<file path="src/rtl/mdu_sequencer.sv">
// Multi-cycle RISC-V M-extension sequencer: radix-4 shift-add multiply, restoring divide, sign fix-up.
// Define MDU_DIV_EN to build the divide datapath; without it DIV/DIVU/REM/REMU complete in two cycles with err=1.
// Handshake: a request is taken on any rising edge with req_valid=1, kill=0 and the FSM in IDLE or DONE;
// done is a one-cycle pulse in DONE and result stays stable until the next FIX cycle.
module mdu_sequencer (
    input  logic        clk_core,
    input  logic        reset_n,
    input  logic        req_valid,
    input  logic [2:0]  req_op,
    input  logic [31:0] req_a,
    input  logic [31:0] req_b,
    input  logic        kill,
    output logic        busy,
    output logic        done,
    output logic [31:0] result,
    output logic        err
);

    typedef enum logic [2:0] {IDLE, MUL, DIV, FIX, DONE} state_t;

    state_t      state, state_nx;
    logic        accept;
    logic [4:0]  cnt;
    logic [2:0]  op_q;
    logic        sign_a, sign_b;
    logic [31:0] opd;
    logic [63:0] acc;

    logic        sa_c, sb_c, b_zero;
    logic [31:0] a_mag, b_mag;
    logic [33:0] pp, mul_sum;
    logic [63:0] prod_fix;
    logic [31:0] fix_res;

    // Operand signs only matter for the signed flavours; magnitudes feed the unsigned core.
    always_comb begin
        sa_c = 1'b0;
        sb_c = 1'b0;
        if (req_op[2]) begin
            sa_c = ~req_op[0] & req_a[31];
            sb_c = ~req_op[0] & req_b[31];
        end else begin
            sa_c = (req_op == 3'd1 || req_op == 3'd2) & req_a[31];
            sb_c = (req_op == 3'd1) & req_b[31];
        end
        a_mag  = sa_c ? -req_a : req_a;
        b_mag  = sb_c ? -req_b : req_b;
        b_zero = (req_b == 32'd0);
    end

    always_ff @(posedge clk_core or negedge reset_n) begin
        if (!reset_n) state <= IDLE;
        else          state <= state_nx;
    end

    always_comb begin
        state_nx = state;
        accept   = 1'b0;
        case (state)
            IDLE, DONE: begin
                state_nx = IDLE;
                if (req_valid && !kill) begin
                    accept = 1'b1;
                    if (!req_op[2])
                        state_nx = MUL;
                    else begin
`ifdef MDU_DIV_EN
                        state_nx = b_zero ? FIX : DIV;
`else
                        state_nx = FIX;
`endif
                    end
                end
            end
            MUL: if (cnt == 5'd15) state_nx = FIX;
`ifdef MDU_DIV_EN
            DIV: if (cnt == 5'd31) state_nx = FIX;
`else
            DIV: state_nx = IDLE;
`endif
            FIX:     state_nx = DONE;
            default: state_nx = IDLE;
        endcase
        if (kill) state_nx = IDLE;
    end

    assign busy = (state == MUL) || (state == DIV) || (state == FIX);
    assign done = (state == DONE);

    // Radix-4 step: add 0/1/2/3 x multiplicand to the high word, shift the product right by two.
    always_comb begin
        case (acc[1:0])
            2'd0:    pp = 34'd0;
            2'd1:    pp = {2'b00, opd};
            2'd2:    pp = {1'b0, opd, 1'b0};
            default: pp = {2'b00, opd} + {1'b0, opd, 1'b0};
        endcase
        mul_sum  = {2'b00, acc[63:32]} + pp;
        prod_fix = (sign_a ^ sign_b) ? -acc : acc;
    end

`ifdef MDU_DIV_EN
    // Divide reuses acc as {remainder, dividend/quotient}.
    logic [32:0] div_diff;
    logic [31:0] q_fix, r_fix;
    always_comb begin
        div_diff = {acc[63:32], acc[31]} - {1'b0, opd};
        q_fix    = (sign_a ^ sign_b) ? -acc[31:0] : acc[31:0];
        r_fix    = sign_a ? -acc[63:32] : acc[63:32];
    end
`endif

    always_comb begin
        case (op_q)
            3'd0:       fix_res = prod_fix[31:0];
            3'd1, 3'd2,
            3'd3:       fix_res = prod_fix[63:32];
`ifdef MDU_DIV_EN
            3'd4, 3'd5: fix_res = q_fix;
            default:    fix_res = r_fix;
`else
            default:    fix_res = 32'd0;
`endif
        endcase
    end

    always_ff @(posedge clk_core or negedge reset_n) begin
        if (!reset_n) begin
            cnt    <= 5'd0;
            op_q   <= 3'd0;
            sign_a <= 1'b0;
            sign_b <= 1'b0;
            opd    <= 32'd0;
            acc    <= 64'd0;
            result <= 32'd0;
        end else if (accept) begin
            cnt  <= 5'd0;
            op_q <= req_op;
            if (!req_op[2]) begin
                sign_a <= sa_c;
                sign_b <= sb_c;
                opd    <= a_mag;
                acc    <= {32'd0, b_mag};
            end else if (b_zero) begin
                // Divide by zero: raw all-ones quotient, remainder is the untouched dividend.
                sign_a <= 1'b0;
                sign_b <= 1'b0;
                opd    <= 32'd0;
                acc    <= {req_a, 32'hFFFF_FFFF};
            end else begin
                sign_a <= sa_c;
                sign_b <= sb_c;
                opd    <= b_mag;
                acc    <= {32'd0, a_mag};
            end
        end else begin
            case (state)
                MUL: begin
                    acc <= {mul_sum, acc[31:2]};
                    cnt <= cnt + 5'd1;
                end
`ifdef MDU_DIV_EN
                DIV: begin
                    if (!div_diff[32]) acc <= {div_diff[31:0], acc[30:0], 1'b1};
                    else               acc <= {acc[62:0], 1'b0};
                    cnt <= cnt + 5'd1;
                end
`endif
                FIX: if (!kill) result <= fix_res;
                default: ;
            endcase
        end
    end

`ifdef MDU_DIV_EN
    assign err = 1'b0;
`else
    always_ff @(posedge clk_core or negedge reset_n) begin
        if (!reset_n)                  err <= 1'b0;
        else if (state == FIX && !kill) err <= op_q[2];
    end
`endif

endmodule

</file>
<file path="config.mk">
export PLATFORM = sky130hd
export DESIGN_NAME = mdu_sequencer
export DESIGN_NICKNAME = d
export VERILOG_FILES = /design/src/rtl/mdu_sequencer.sv
export SDC_FILE = /design/constraint.sdc
export NUM_CORES = 1
export LEC_CHECK = 0
export CAP_MARGIN = 30
export CORE_ASPECT_RATIO = 1.1
export CORE_MARGIN = 5
export CORE_UTILIZATION = 30
export DETAILED_ROUTE_END_ITERATION = 7
export GPL_TIMING_DRIVEN = 0
export HOLD_SLACK_MARGIN = 0.12
export PLACE_DENSITY = 0.44
export SYNTH_ARGS = -nofsm -noshare
export SYNTH_HDL_FRONTEND = slang
export SYNTH_SLANG_ARGS = --single-unit
</file>
<file path="constraint.sdc">
create_clock -name clk_core -period 5.3 [get_ports clk_core]
set_input_delay 0.53 -clock clk_core [delete_from_list [all_inputs] [get_ports clk_core]]
set_output_delay 0.53 -clock clk_core [all_outputs]
set_load 0.05 [all_outputs]
</file>
Fig. 1: layout detail
Window x 40 to 65, y 159 to 184 µm. Cells in gray, sequential cells in the stronger gray; small squares are vias.
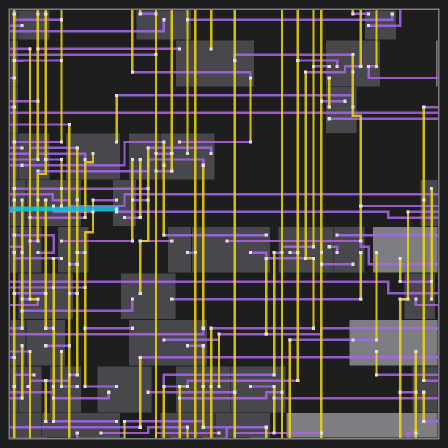
legend:
  yellow:
    layer: M2
  purple:
    layer: M1
  cyan:
    layer: M3
sequential cells in the window: 2
cells with their middle in the window: 36
netlist names of flops here include: `opd` (2)
most frequent: a21oi_1 (7)

Fig. 2: sizing map
Scale: 1.5 px per µm.
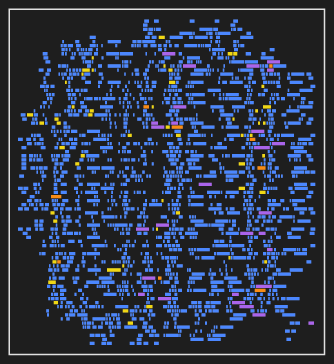
legend:
  blue:
    size: x1 and smaller
    cells: 1,739
  purple:
    size: x6 and larger
    cells: 28
  yellow:
    size: x2
    cells: 52
  orange:
    size: x3 and x4
    cells: 9
post-route cell area: 15,600 µm²
Final WS setup: 0.1098 ns
Non-clk bufs: 197
Area growth, synth to finish: 19.16%

Fig. 3: track usage over the die
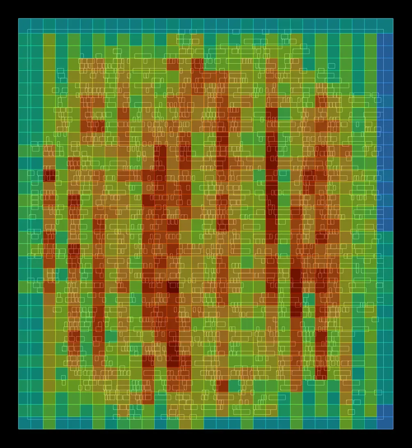
gr usage total: 23.16%
met3 GRT Util: 2.190%
met2 GRT Util: 39.17%

==> GITHUB_STEP_SUMMARY <==
### Yosys + OpenROAD results

| Metric | Value |
|---|---|
| Buffer-and-inverter tally for the worst setup path | `2` |
| # DRC | `0` |
| Vias per inst | `5.608` |
| Flop area | `3555 µm²` |
| Overall power | `7.839 mW` |
| Top Family by Delay on Critical Path | `AND-OR/OR-AND gates` |
| Clock-cell share of area | `3.826%` |
| Crit path capture type | `flip-flop` |
| Nets at Floorplan | `1,836` |
| Synthesized area | `13,090 µm²` |
| Final TNS setup | `0 ns` |
| H-tree depth | `4` |
| Worst-Margin Slew | `0.9656 ns` |
| Flop pwr share | `25.5%` |
| Num Clock Sinks | `142` |
| Ys cells | `1,690` |
| Final cell count without fillers | `2,402` |
| Worst hold margin | `0.1034 ns` |
| Placed insts | `2,370` |
| Post-CTS Hold Buffers | `0` |
| Setup bufs post-CTS | `0` |
| Pre-CTS WS | `-0.4326 ns` |
| Buffers on Ports | `104` |
| Finish-stage setup viols | `0` |
| CP Depth | `15` |
| Vias | `13,470` |
| Tapcells | `574` |
| Top-Level Pins | `106` |
| Reg2reg end | `acc[63]` |
| Unrepaired setup endpoints after global routing | `false` |
| Critical path class | `flip-flop to flip-flop` |
| Rel. slew slack | `35.09%` |
| Regs by FF count | `acc x64, opd x32, result x32` |
| Post-synth EDFFs | `0` |
| FP Core Util | `30.27%` |
| Routed wl met2 | `27,240 µm` |
| Clock slew at reported path FFs | `0.06 ns` |
| Clk pwr share | `16.2%` |
| Final Util | `36.08%` |
| Fraction of area in multi-input gates | `58.89%` |
| Nature of the critical path startpoint | `flip-flop` |
| Largest net degree at the start of global routing | `73` |
| Cell class with the largest area share | `multi-input combinational cells` |
| DIE HEIGHT | `229.1 µm` |
| Iteration-0 DRC Markers | `913` |
| Layout Nets | `1,962` |
| Ys flop type | `dfrtp_1` |
| Worst Path Arrival | `5.53 ns` |
| Flop share of the area | `22.79%` |
| Vias in the first global route | `13,270` |
| DIE WIDTH | `209.2 µm` |
| Antenna-violating nets left | `0` |
| Flops | `142` |
| Crit path DRT | `5.63 ns` |
| Critical-path cell list | `ha_1 > clkbuf_1 > clkbuf_2 > a221oi_1 > a21oi_1 > ha_1 > o21a_1 > a21oi_1 > a21oi_1 > a211o_1 > a21oi_2 > o21ai_1 > o31a_1 > o41ai_1 > nor2_1` |
| Overflow after GRT | `0` |
| CP max-delay cell | `ha_1` |
| Status | `finished, final reports clean` |
| Area of placed instances | `14,890 µm²` |
| 1st-pass router iterations | `5` |
| Multi-In Gates | `1,433` |
| Synthesis area per yosys | `13,090 µm²` |
| Most Frequent Cell on Critical Path | `a21oi_1` |
| Top cells by area | `dfrtp_1, a21oi_1, ha_1` |
| FMAX | `192.7 MHz` |
| Worst ir drop on vdd | `0.2640 mV` |
| Seq group | `2.00 mW` |
==> layout by cell type, fill, tap and decap left out, types with 11 or more instances in the layout <==
cell type	count
a22oi_1	11
clkbuf_16	17
a21o_1	27
clkbuf_1	76
nand3_1	35
mux2i_1	21
nor2_1	180
o31ai_1	16
ha_1	73
dfrtp_1	141
nand2_1	190
and2_1	12
nor4_1	16
clkdlybuf4s50_1	103
or3_1	21
a31oi_1	30
a211oi_1	18
a21oi_2	12
xor2_1	89
nor3_1	36
a21oi_1	178
inv_1	23
nand2b_1	11
a221oi_1	34
o211ai_1	15
o21ai_0	145
nand4_1	16
xnor2_1	85
==> kinds of logic after synthesis <==
group	share of synthesized area (%)
compound gates	28.54
fa+ha+maj	7.283
flops	27.14
mux	1.778
xor+xnor	11.64
simple gates	20.18
buf+inv	3.441
Power is estimated from default activity; no workload was simulated.
